===== src/rtl/grptrig_n_if.sv =====
// Signal bundle between a grptrig_n group trigger and the channel processors / readout.
// slave = trigger block side, master = sample source and trigger consumer side.
interface grptrig_n_if #(
  parameter int NCH    = 2,
  parameter int DW     = 16,
  parameter int SW     = 20,
  parameter int CWBITS = 4,
  parameter int DTBITS = 8
);
  logic        [NCH*DW-1:0] data;
  logic signed [DW-1:0]     ithr;
  logic signed [SW-1:0]     sthr;
  logic        [4:0]        mult;
  logic        [CWBITS-1:0] cwin;
  logic        [DTBITS-1:0] deadtime;
  logic        [NCH-1:0]    mask;
  logic                     inhibit;
  logic                     exttrig;
  logic                     trig;
  logic        [1:0]        trig_src;
  logic        [NCH-1:0]    hitmap;
  logic        [15:0]       trig_cnt;

  modport master (
    output data, ithr, sthr, mult, cwin, deadtime, mask, inhibit, exttrig,
    input  trig, trig_src, hitmap, trig_cnt
  );

  modport slave (
    input  data, ithr, sthr, mult, cwin, deadtime, mask, inhibit, exttrig,
    output trig, trig_src, hitmap, trig_cnt
  );
endinterface


===== src/rtl/grptrig_n.sv =====
// N-channel group trigger: threshold hits, group sum, stretched-hit multiplicity and an
// external-trigger path feeding a fire / dead / re-arm sequencer with a saturating counter.
//
// state | meaning
// IDLE  | armed, waiting for cond_int or ext_edge while not inhibited
// FIRE  | one-clock trigger pulse; hitmap, trig_src and trig_cnt updated on entry
// DEAD  | dead counter running down, all triggers ignored
// REARM | waiting for cond_int to drop before re-arming
module grptrig_n #(
  parameter int NCH    = 2,
  parameter int DW     = 16,
  parameter int SW     = 20,
  parameter int CWBITS = 4,
  parameter int DTBITS = 8
) (
  input  logic        clk,
  input  logic        reset,
  grptrig_n_if.slave  bus
);

  typedef enum logic [1:0] {
    IDLE  = 2'd0,
    FIRE  = 2'd1,
    DEAD  = 2'd2,
    REARM = 2'd3
  } state_t;

  // stage 1
  logic        [NCH-1:0]    hit_d, hit_q;
  logic signed [SW-1:0]     sum_d, sum_q;

  // stage 2
  logic        [CWBITS-1:0] cnt_d [NCH];
  logic        [CWBITS-1:0] cnt_q [NCH];
  logic        [NCH-1:0]    str_d, str_q;
  logic signed [SW-1:0]     sum2_d, sum2_q;

  // stage 3
  logic        [4:0]        nstr;
  logic                     cond_d, cond_q;
  logic        [NCH-1:0]    str3_d, str3_q;

  // external path
  logic                     ext1_d, ext1_q;
  logic                     ext2_d, ext2_q;
  logic                     ext_edge;
  logic                     extd1_d, extd1_q;
  logic                     extd2_d, extd2_q;

  // sequencer
  state_t                   state_d, state_q;
  logic        [DTBITS-1:0] dead_d, dead_q;
  logic        [1:0]        trig_src_d, trig_src_q;
  logic        [NCH-1:0]    hitmap_d, hitmap_q;
  logic        [15:0]       trig_cnt_d, trig_cnt_q;

  function automatic logic signed [SW-1:0] sext(input logic [DW-1:0] v);
    return {{(SW-DW){v[DW-1]}}, v};
  endfunction

  always_comb begin
    hit_d = '0;
    sum_d = '0;
    for (int k = 0; k < NCH; k++) begin
      if (!bus.mask[k]) begin
        hit_d[k] = $signed(bus.data[DW*k +: DW]) > bus.ithr;
        sum_d    = sum_d + sext(bus.data[DW*k +: DW]);
      end
    end
  end

  // A fresh hit reloads the stretcher; str covers the hit clock plus cwin clocks after it.
  always_comb begin
    str_d  = '0;
    sum2_d = sum_q;
    for (int k = 0; k < NCH; k++) begin
      cnt_d[k] = cnt_q[k];
      str_d[k] = hit_q[k] || (cnt_q[k] != '0);
      if (hit_q[k]) begin
        cnt_d[k] = bus.cwin;
      end else if (cnt_q[k] != '0) begin
        cnt_d[k] = cnt_q[k] - CWBITS'(1);
      end
    end
  end

  always_comb begin
    nstr = '0;
    for (int k = 0; k < NCH; k++) begin
      nstr = nstr + 5'(str_q[k]);
    end
    cond_d = ((bus.mult == 5'd0) || (nstr >= bus.mult)) && (sum2_q > bus.sthr);
    str3_d = str_q;
  end

  // Two extra flops on the edge detector line it up with cond_q.
  always_comb begin
    ext1_d   = bus.exttrig;
    ext2_d   = ext1_q;
    ext_edge = ext1_q && !ext2_q;
    extd1_d  = ext_edge;
    extd2_d  = extd1_q;
  end

  always_comb begin
    state_d    = state_q;
    dead_d     = dead_q;
    trig_src_d = trig_src_q;
    hitmap_d   = hitmap_q;
    trig_cnt_d = trig_cnt_q;
    case (state_q)
      IDLE: begin
        if (!bus.inhibit && (cond_q || extd2_q)) begin
          state_d    = FIRE;
          trig_src_d = {extd2_q, cond_q};
          hitmap_d   = str3_q;
          dead_d     = bus.deadtime;
          if (trig_cnt_q != 16'hFFFF) begin
            trig_cnt_d = trig_cnt_q + 16'd1;
          end
        end
      end
      FIRE, DEAD: begin
        if (dead_q == '0) begin
          state_d = REARM;
        end else begin
          state_d = DEAD;
          dead_d  = dead_q - DTBITS'(1);
        end
      end
      REARM: begin
        if (!cond_q) begin
          state_d = IDLE;
        end
      end
      default: state_d = IDLE;
    endcase
  end

  always_ff @(posedge clk) begin
    if (reset) begin
      hit_q      <= '0;
      sum_q      <= '0;
      str_q      <= '0;
      sum2_q     <= '0;
      cond_q     <= 1'b0;
      str3_q     <= '0;
      ext1_q     <= 1'b0;
      ext2_q     <= 1'b0;
      extd1_q    <= 1'b0;
      extd2_q    <= 1'b0;
      state_q    <= IDLE;
      dead_q     <= '0;
      trig_src_q <= '0;
      hitmap_q   <= '0;
      trig_cnt_q <= '0;
      for (int k = 0; k < NCH; k++) begin
        cnt_q[k] <= '0;
      end
    end else begin
      hit_q      <= hit_d;
      sum_q      <= sum_d;
      str_q      <= str_d;
      sum2_q     <= sum2_d;
      cond_q     <= cond_d;
      str3_q     <= str3_d;
      ext1_q     <= ext1_d;
      ext2_q     <= ext2_d;
      extd1_q    <= extd1_d;
      extd2_q    <= extd2_d;
      state_q    <= state_d;
      dead_q     <= dead_d;
      trig_src_q <= trig_src_d;
      hitmap_q   <= hitmap_d;
      trig_cnt_q <= trig_cnt_d;
      for (int k = 0; k < NCH; k++) begin
        cnt_q[k] <= cnt_d[k];
      end
    end
  end

  assign bus.trig     = (state_q == FIRE);
  assign bus.trig_src = trig_src_q;
  assign bus.hitmap   = hitmap_q;
  assign bus.trig_cnt = trig_cnt_q;

endmodule


===== src/flat_wrapper.sv =====
// flat-port wrapper written by rule: the top's interface ports become plain ports
module grptrig_n_flat 
#(
  parameter int NCH    = 2,
  parameter int DW     = 16,
  parameter int SW     = 20,
  parameter int CWBITS = 4,
  parameter int DTBITS = 8
)
  (clk, reset, bus_data, bus_ithr, bus_sthr, bus_mult, bus_cwin, bus_deadtime, bus_mask, bus_inhibit, bus_exttrig, bus_trig, bus_trig_src, bus_hitmap, bus_trig_cnt);
  grptrig_n_if #(.NCH(NCH), .DW(DW), .SW(SW), .CWBITS(CWBITS), .DTBITS(DTBITS)) bus_i ();
  input  logic clk;
  input  logic reset;
  input wire logic [$bits(bus_i.data)-1:0] bus_data;
  input wire logic [$bits(bus_i.ithr)-1:0] bus_ithr;
  input wire logic [$bits(bus_i.sthr)-1:0] bus_sthr;
  input wire logic [$bits(bus_i.mult)-1:0] bus_mult;
  input wire logic [$bits(bus_i.cwin)-1:0] bus_cwin;
  input wire logic [$bits(bus_i.deadtime)-1:0] bus_deadtime;
  input wire logic [$bits(bus_i.mask)-1:0] bus_mask;
  input wire logic [$bits(bus_i.inhibit)-1:0] bus_inhibit;
  input wire logic [$bits(bus_i.exttrig)-1:0] bus_exttrig;
  output wire logic [$bits(bus_i.trig)-1:0] bus_trig;
  output wire logic [$bits(bus_i.trig_src)-1:0] bus_trig_src;
  output wire logic [$bits(bus_i.hitmap)-1:0] bus_hitmap;
  output wire logic [$bits(bus_i.trig_cnt)-1:0] bus_trig_cnt;
  assign bus_i.data = bus_data;
  assign bus_i.ithr = bus_ithr;
  assign bus_i.sthr = bus_sthr;
  assign bus_i.mult = bus_mult;
  assign bus_i.cwin = bus_cwin;
  assign bus_i.deadtime = bus_deadtime;
  assign bus_i.mask = bus_mask;
  assign bus_i.inhibit = bus_inhibit;
  assign bus_i.exttrig = bus_exttrig;
  assign bus_trig = bus_i.trig;
  assign bus_trig_src = bus_i.trig_src;
  assign bus_hitmap = bus_i.hitmap;
  assign bus_trig_cnt = bus_i.trig_cnt;
  grptrig_n #(.NCH(NCH), .DW(DW), .SW(SW), .CWBITS(CWBITS), .DTBITS(DTBITS)) u_core (.clk(clk), .reset(reset), .bus(bus_i));
endmodule

===== config.mk =====
export PLATFORM = sky130hd
export DESIGN_NAME = grptrig_n_flat
export DESIGN_NICKNAME = d
export VERILOG_FILES = /design/src/rtl/grptrig_n_if.sv /design/src/rtl/grptrig_n.sv /design/src/flat_wrapper.sv
export SDC_FILE = /design/constraint.sdc
export NUM_CORES = 1
export LEC_CHECK = 0
export ABC_AREA = 1
export CAP_MARGIN = 20
export CORE_AREA = 2 2 106 129
export DETAILED_ROUTE_END_ITERATION = 10
export DIE_AREA = 0 0 108 131
export PLACE_DENSITY = 0.84
export SYNTH_ARGS = -nofsm -noshare
export SYNTH_HDL_FRONTEND = slang
export SYNTH_SLANG_ARGS = --single-unit

===== constraint.sdc =====
create_clock -name clk -period 1.9 [get_ports clk]
set_input_delay 0.19 -clock clk [delete_from_list [all_inputs] [get_ports clk]]
set_output_delay 0.19 -clock clk [all_outputs]
set_load 0.005 [all_outputs]

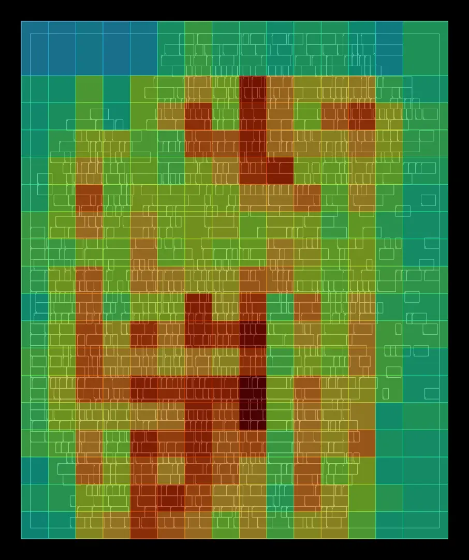
*Congestion heat map, run 1*
GR peak layer: met2
final core utilization: 63.8%

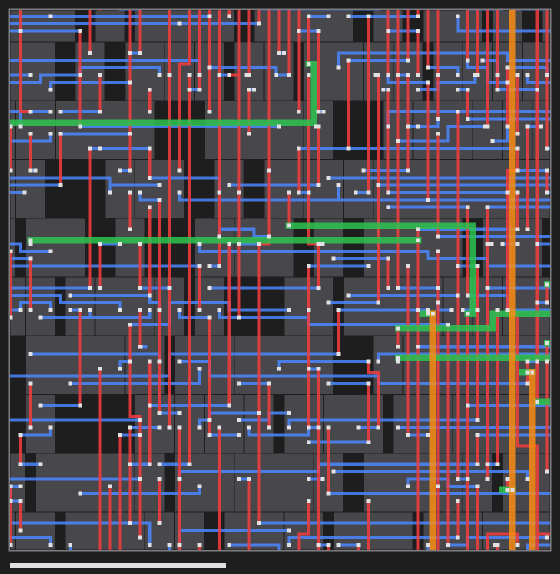
*A small window of the routed layout, run 1*
Scale bar: 10 um. Region (14, 20) to (39, 45) um. Cells in gray, sequential cells in the stronger gray; small squares are vias.
| color | layer |
|---|---|
| blue | M1 |
| orange | M4 |
| green | M3 |
| red | M2 |
most frequent: nand2_1 (26), inv_1 (15), buf_4 (12)
sequential cells in the window: 0
cells with their middle in the window: 87

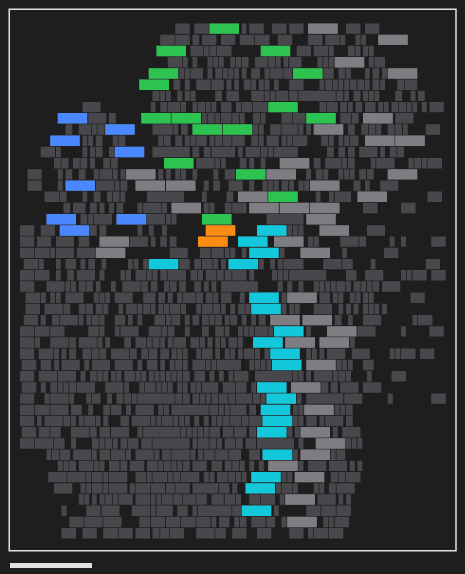
*Where the registers sit, run 1*
Scale bar: 20 um. Other sequential cells in the stronger gray, the rest of the logic in the fainter gray.
| color | name in the netlist | placed flops |
|---|---|---|
| green | u_core.bus.trig_cnt | 16 |
| blue | u_core.cnt_q | 8 |
| cyan | u_core.sum2_d | 20 |
| orange | u_core.bus.hitmap | 2 |
not colored: 43
sequential share of cell area: 21.6%
Seq group: 2.28 mW
Flop area: 1780 um2

==> qor.yml, run 1 <==
status: "finished, violations left"
failed_checks: "setup timing"
avgSynthCellArea_um2: 6.68
ant_nets: 0
critPathMaxFanout: 4
fin_area_um2: 8270
drt_wl_total_um: 15100
fp_util_pct: 46.8
cts_root_buffer: "clkbuf_16"
final_cell_mix: "195 x nand2_1, 166 x inv_1, 108 x clkdlybuf4s50_1"
hold_class: "in -> reg"
rows: 46
cp_common_cell: "nand2_1"
finalClockSkew_ns: 0.0104
slowest_stage: "clkdlybuf4s50_1"
syn_area_um2: 6060
finalCriticalPeriod_ns: 1.91
yosys-stat-area_um2: 6060
holdBufCountCts: 0
p_total_mw: 6.41
grt_use_total_pct: 21.2
grt_first_pass_wirelength_um: 24400
port_buffers: 111
dr.pass1.iters: 6
dp_slack_ns: -0.484
h-tree-depth: 3
lay_top_count: "nand2_1"
grt_pass1_vias: 5685
yosysTopAreaCellShare_pct: 29.4
hpwl_um: 11700
slowest_delay_ns: 0.48
cp-end-kind: "flop"
p_int_mw: 4.18
maxCapViolCount: 0
die-area_um2: 14100
tightest_slew_ns: 0.638
diodes: 0
numCtsBuffers: 9
fin_ws_ns: -0.0144
final_cells: 1255
async_flop_share_pct: 0
routedWlPerCell_um: 12.1
p_sw_mw: 2.23
die_y_um: 131
criticalPathCategory: "in -> reg"
yosys_warnings: 0
clock_path_buffers: 2
critPathArrivalTime_ns: 2.18
hold_viol: 0
first_iter_violations: 380
required_ns: 2.17
synth_cell_type_count: 36
place.gp.congestion: 0.934
clk_latency_ns: 0.34
drc: 0
yosys_cells: 907
yosysSeqAreaShare_pct: 29.4
coreArea_um2: 12900
pwr_density_cell_nw_per_um2: 775
fmax_ghz: 0.522
path_cells: "clkdlybuf4s50_1 -> inv_1 -> nor2_2 -> ha_1 -> a21oi_2 -> nand2_1 -> nand2_1 -> nand2_1 -> nand3_1 -> nand2_1 -> nand2_1 -> nand3_1 -> nand2_1"
postPlaceCellArea_um2: 7800
ir_drop_mv: 0.509
drv_slew: 0
antenna_found_initial: 0
cts_tree: "done"
layout.nets: 1255
setup_viol: 1
edf_count: 0
p_clk_share_pct: 25.9
swShare_pct: 34.8
ys_ff: 89
area_growth_pct: 36.4
p_seq_share_pct: 35.5
die_w_um: 108
via_count: 6166
start_kind: "input pin"
combPwrFrac_pct: 38.6
io_pins: 112
viasPerCell: 4.91
topCellsByArea: "dfxtp_1 29%, ha_1 17%, nand2_1 13%"
clock-sinks: 89
clk_transition_reported_paths_ns: 0.06
rsz0062_at_grt: "yes"
log.warning_count: 31
dp.cells: 1237
relSlewSlack_pct: 57.4
fin_tns_setup_ns: -0.0144
drive_gt1_share_pct: 11.8
flop_cell: "dfxtp_1"
holdWs_ns: 0.226
grt-ovfl-total: 0
p_leak_nw: 4.12
syn_nets: 1079
top_area_cell: "dfxtp_1"
grt_max_degree: 47
syn_inst: 907
period_used_pct: 101
run 1: power groups by stage:
stage	Combinational [mW]	Sequential, mW	Clock [mW]
floorplan	1.64	2.28	0
global placement	2.31	2.31	0
detailed placement	2.37	2.32	0
CTS	2.41	2.28	1.68
global route	2.84	2.31	1.77
finish	2.47	2.28	1.66
run 1: Yosys cell counts, types with 2 or more instances:
cell type    n
nand2_1    205
nand3_1     47
clkinv_1     3
inv_1      169
nand4_1      6
nor2_1     108
a21oi_2      2
o21ai_0     52
xnor2_1     13
nor3_1       9
buf_1        3
xor2_1       9
o21bai_1     4
buf_2        2
o21a_1       3
nand2_2      3
nor4_1       2
o22ai_1      2
ha_1        80
clkbuf_1     7
a21oi_1     75
dfxtp_1     89
run 1: kinds of logic (layout without fill, tap and decap cells):
| family | count (synthesis) | after routing | synth area share, % |
|---|---|---|---|
| fa+ha+maj | 81 | 81 | 16.8 |
| flops | 89 | 89 | 29.4 |
| xor+xnor | 22 | 22 | 3.18 |
| compound gates | 145 | 145 | 12.9 |
| simple gates | 385 | 385 | 26.1 |
| buf+inv | 185 | 365 | 11.6 |
run 1: worst max-delay path, delay by kind of cell:
family,cells,cell delay [ns]
AND/OR/NAND/NOR,9,0.94
AND-OR/OR-AND,1,0.18
buffers and inverters,2,0.54
adder cells (fa/ha/maj),1,0.31
run 1: routing by layer:
| metal | track usage [%] | routed length (um) | up-vias |
|---|---|---|---|
| met2 | 37.8 | 7290 | 189 |
| met4 | 8.45 | 513 | 0 |
| li1 | - | - | 3210 |
| met1 | 25.9 | 6610 | 2727 |
| met5 | 0 | 0 | - |
| met3 | 2.73 | 718 | 40 |
run 1: final timing paths:
path                       endpoint  cells after the start                   start  slack, ns
min reg2reg          u_core.extd1_q                      1           u_core.ext2_q       0.39
max               u_core.sum2_d[17]                     13             bus_data[2]      -0.01
min                u_core.str3_q[0]                      2                   reset       0.23
max reg2reg  u_core.bus.trig_cnt[1]                      8  u_core.bus.trig_cnt[1]       0.24
run 1: repair_timing:
action	4_1_cts	5_1_grt
cloned	1	0
pin swaps	2	9
gates resized	11	35
endpoints found under the setup margin	11	21
buffers inserted	0	2
run 1: layout make-up:
| type | instances | area, um2 |
|---|---|---|
| fill | 1106 | 4680 |
| multi-input combinational | 633 | 3740 |
| sequential | 89 | 1780 |
| timing repair buffer | 177 | 1600 |
| inverter | 172 | 647 |
| clock buffer | 12 | 256 |
| tap | 168 | 210 |
| clock inverter | 3 | 25.0 |
| timing repair inverter | 1 | 5.00 |
run 1: state kept, by name, indices dropped and copies added, names as in the netlist:
signal / count
u_core.str3_d: 2
u_core.hit_q: 2
u_core.ext2_q: 1
u_core.bus.trig_src: 2
u_core.bus.trig_cnt: 16
u_core.sum2_d: 20
u_core.sum2_q: 20
u_core.cond_q: 1
u_core.str3_q: 2
u_core.extd1_q: 1
u_core.cnt_q: 8
u_core.ext1_q: 1
u_core.bus.hitmap: 2
u_core.dead_q: 8
u_core.state_q: 2
u_core.extd2_q: 1
### Gate families picked out, run 1

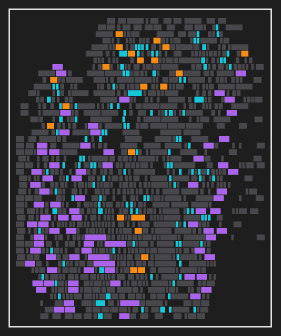

--- run 2 (diff from run 1) ---
--- a/config.mk
+++ b/config.mk
@@ -6,11 +6,13 @@
 export NUM_CORES = 1
 export LEC_CHECK = 0
 export ABC_AREA = 1
+export ABC_CLOCK_PERIOD_IN_PS = 1600
 export CAP_MARGIN = 20
 export CORE_AREA = 2 2 106 129
 export DETAILED_ROUTE_END_ITERATION = 10
 export DIE_AREA = 0 0 108 131
 export PLACE_DENSITY = 0.84
+export SLEW_MARGIN = 20
 export SYNTH_ARGS = -nofsm -noshare
 export SYNTH_HDL_FRONTEND = slang
 export SYNTH_SLANG_ARGS = --single-unit
==> constraint.sdc (replaced) <==
create_clock -name clk -period 1.6 [get_ports clk]
set_input_delay 0.16 -clock clk [delete_from_list [all_inputs] [get_ports clk]]
set_output_delay 0.16 -clock clk [all_outputs]
set_load 0.005 [all_outputs]
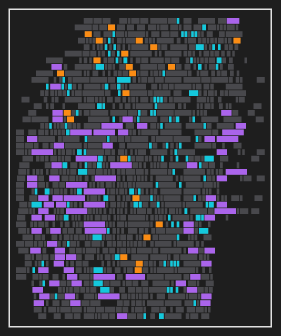
*Gate families picked out, run 2*
| color | family | cells | most used |
|---|---|---|---|
| cyan | nor cells | 122 | nor2_1 |
| orange | xor and xnor cells | 22 | xnor2_1 |
| purple | fa/ha/maj cells | 81 | ha_1 |
Non-Filler Instances: 1308
Comb/total area: 45.6%
most common logic cell in the routed design: nand2_1

==> qor.yml, run 2 <==
criticalPathCategory: "in -> reg"
coreArea_um2: 12900  # unchanged
fin_area_um2: 9170  # +11%
period_used_pct: 119
layout.nets: 1307  # +4.1%
clock-sinks: 89  # unchanged
h-tree-depth: 3  # unchanged
wl_met3_um: 1490  # +110%
start_kind: "input pin"
place.gp.congestion: 0.941  # +0.75%
grt_max_degree: 35  # -26%
cp_common_cell: "nand2_1"
critPathMaxFanout: 4  # unchanged
area_growth_pct: 51.3
clk_latency_ns: 0.35  # about the same
path_cells: "clkdlybuf4s50_1 -> ha_4 -> a21oi_1 -> nand2_2 -> nand2_1 -> nand2_1 -> nand2_1 -> nand2_1 -> nand2_1 -> nand3_1 -> nand2_1 -> inv_1"
relSlewSlack_pct: 62.7  # +5.3 points
die-area_um2: 14100  # unchanged
slowest_stage: "clkdlybuf4s50_1"
rows: 46  # unchanged
regToRegSetupSlack_ns: -0.02  # -0.26 ns
log.warning_count: 33  # +6.5%
async_flop_share_pct: 0  # unchanged
yosys_cells: 907  # unchanged
syn_inst: 907  # unchanged
drt_wl_total_um: 20100  # +33%
post-route-util_pct: 70.8  # +6.9 points
critPathTopFamily: "simple AND/OR/NAND/NOR gates"
numCtsBuffers: 9  # unchanged
p_seq_share_pct: 32.2  # -3.3 points
swShare_pct: 37.0  # +2.2 points
ant_nets: 0  # unchanged
cts_tree: "done"
dp.cells: 1273  # +2.9%
yosysMostFrequentCell: "nand2_1"
met1_length_um: 7570  # +15%
cp-end-kind: "flop"
ys_ff: 89  # unchanged
viasPerCell: 5.36  # +9.2%
yosys_warnings: 0  # unchanged
hold_class: "in -> reg"
die_y_um: 131  # unchanged
top_area_cell: "dfxtp_1"
hpwl_um: 12600  # +7.6%
grt_pass1_vias: 6311  # +11%
clock_path_buffers: 2  # unchanged
diodes: 0  # unchanged
yosysTopAreaCellShare_pct: 29.4  # unchanged
status: "finished, violations left"
top_layer: "met4"
tightest_slew_ns: 0.554  # -0.0837 ns
grt_first_pass_wirelength_um: 26900  # +10%
syn_area_um2: 6060  # unchanged
drv_slew: 0  # unchanged
slowest_delay_ns: 0.66  # +0.18 ns
p_leak_nw: 4.59  # +11%
grt_use_total_pct: 23.6  # +2.4 points
yosys-stat-area_um2: 6060  # unchanged
fillCellCount: 891  # -19%
drc: 0  # unchanged
setup_viol: 19  # +18
met2WireLength_um: 9910  # +36%
finalCriticalPeriod_ns: 1.91
p_sw_mw: 3.13  # +40%
hold_viol: 0  # unchanged
fin_ws_ns: -0.307  # -0.293 ns
p_int_mw: 5.33  # +27%
crit_buf_inv: 2  # unchanged
ir_drop_mv: 0.630  # +24%
fmax_ghz: 0.524
critPathArrivalTime_ns: 2.14  # -0.04 ns
grt-ovfl-total: 0  # unchanged
rsz0062_at_grt: "yes"
holdWs_ns: 0.215  # -0.0115 ns
synth_cell_type_count: 36  # unchanged
via_count: 7016  # +14%
flop_area_um2: 1790  # +0.21%
top_cells_by_count: "205 x nand2_1, 169 x inv_1, 108 x nor2_1"
final_cell_mix: "180 x nand2_1, 160 x inv_1, 114 x buf_4"
finalClockSkew_ns: 0.0139  # +0.00357 ns
drive_gt1_share_pct: 22.8  # +11 points
maxCapViolCount: 0  # unchanged
yosysSeqAreaShare_pct: 29.4  # unchanged
antenna_found_initial: 0  # unchanged
topCellsByArea: "dfxtp_1 29%, ha_1 17%, nand2_1 13%"
failed_checks: "setup timing"
mi_logic_area_um2: 4180  # +12%
pwr_density_cell_nw_per_um2: 922  # +19%
avgSynthCellArea_um2: 6.68  # unchanged
clk_transition_reported_paths_ns: 0.06  # about the same
first_iter_violations: 734  # +93%
dr.pass1.iters: 5  # -1
fp_util_pct: 46.8  # unchanged
postPlaceCellArea_um2: 8140  # +4.4%
die_w_um: 108  # unchanged
routedWlPerCell_um: 15.4  # +27%
edf_count: 0  # unchanged
cts_root_buffer: "clkbuf_16"
required_ns: 1.83  # -0.34 ns
flop_cell: "dfxtp_1"
syn_nets: 1079  # unchanged
combPwrFrac_pct: 43.9  # +5.3 points
p_clk_share_pct: 23.8  # -2.1 points
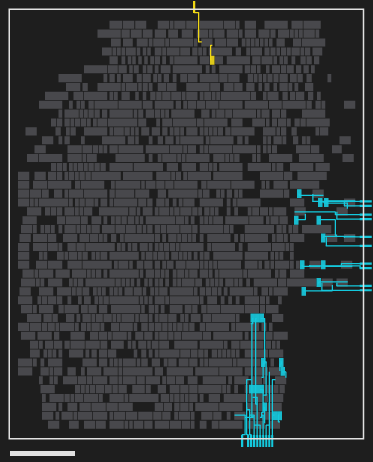
*Port wiring, run 2*
Scale bar: 20 um.
| color | port | direction | edge | end cells | buffers | wire |
|---|---|---|---|---|---|---|
| cyan | bus_sthr | input | 10 bottom, 10 right | 20 | 20 | 442 um |
| yellow | bus_exttrig | input | top | 1 | 1 | 16.9 um |
IO buf count: 111
# IOs: 112

-- run 2: repair_timing --
item,4_1_cts,5_1_grt
gates resized,44,118
cloned,0,3
setup endpoints to repair,35,43
hold buffers,0,0
pin swaps,12,37
buffers inserted,7,9
-- run 2: stage by stage --
stage	setup slack, ns	total power [mW]	TNS (ns)
4_1_cts	-0.0307	7.90	-0.0307
3_3_place_gp	-0.668	5.70	-12.04
6_report	-0.307	8.45	-2.29
5_1_grt	-0.269	9.01	-3.64
3_5_place_dp	-0.734	5.82	-13.37
2_1_floorplan	-0.0774	4.68	-0.245
-- run 2: logic make-up after synthesis --
logic type / share of synthesized area (%)
simple gates: 26.1
buf+inv: 11.6
compound gates: 12.9
flops: 29.4
fa+ha+maj: 16.8
xor+xnor: 3.18
-- run 2: worst register-to-register path: cells and delay by family (launching register included) --
kind | cells | cell delay (ns)
AND-OR/OR-AND | 2 | 0.38
AND/OR/NAND/NOR | 4 | 0.47
buffers and inverters | 1 | 0.20
adder cells (fa/ha/maj) | 1 | 0.15
flip-flops | 1 | 0.35
-- run 2: final cells by class --
class | count | share of cell area [%]
multi-input cells | 634 | 45.6
repair inverters | 1 | 0.0546
repair buffers | 228 | 22.4
inverters | 172 | 7.11
well taps | 168 | 2.29
flip-flops and latches | 89 | 19.5
clock buffers | 9 | 2.46
clock inverters | 7 | 0.655
-- run 2: power groups by stage --
stage	registers (mW)	logic, mW	clock network, mW
2_1_floorplan	2.71	1.97	0
3_3_place_gp	2.74	2.97	0
3_5_place_dp	2.75	3.07	0
4_1_cts	2.71	3.16	2.04
5_1_grt	2.75	4.12	2.13
6_report	2.73	3.71	2.02
-- run 2: worst paths after layout --
check,startpoint,end,depth (start not counted)
worst min register to register,u_core.ext2_q,u_core.extd1_q,1
worst min-delay path,reset,u_core.sum2_q[2],3
worst max-delay path,bus_data[18],u_core.sum2_d[9],12
worst max register to register,u_core.bus.trig_cnt[1],u_core.bus.trig_cnt[13],8
-- run 2: layer usage --
layer  global-route usage (%)  vias up
met5                        0        -
met4                     10.9        0
met1                     26.9     3138
met3                     3.13      147
met2                     43.6      407
li1                         -     3324
No activity file was given, so power comes from the tool's default toggle rates.
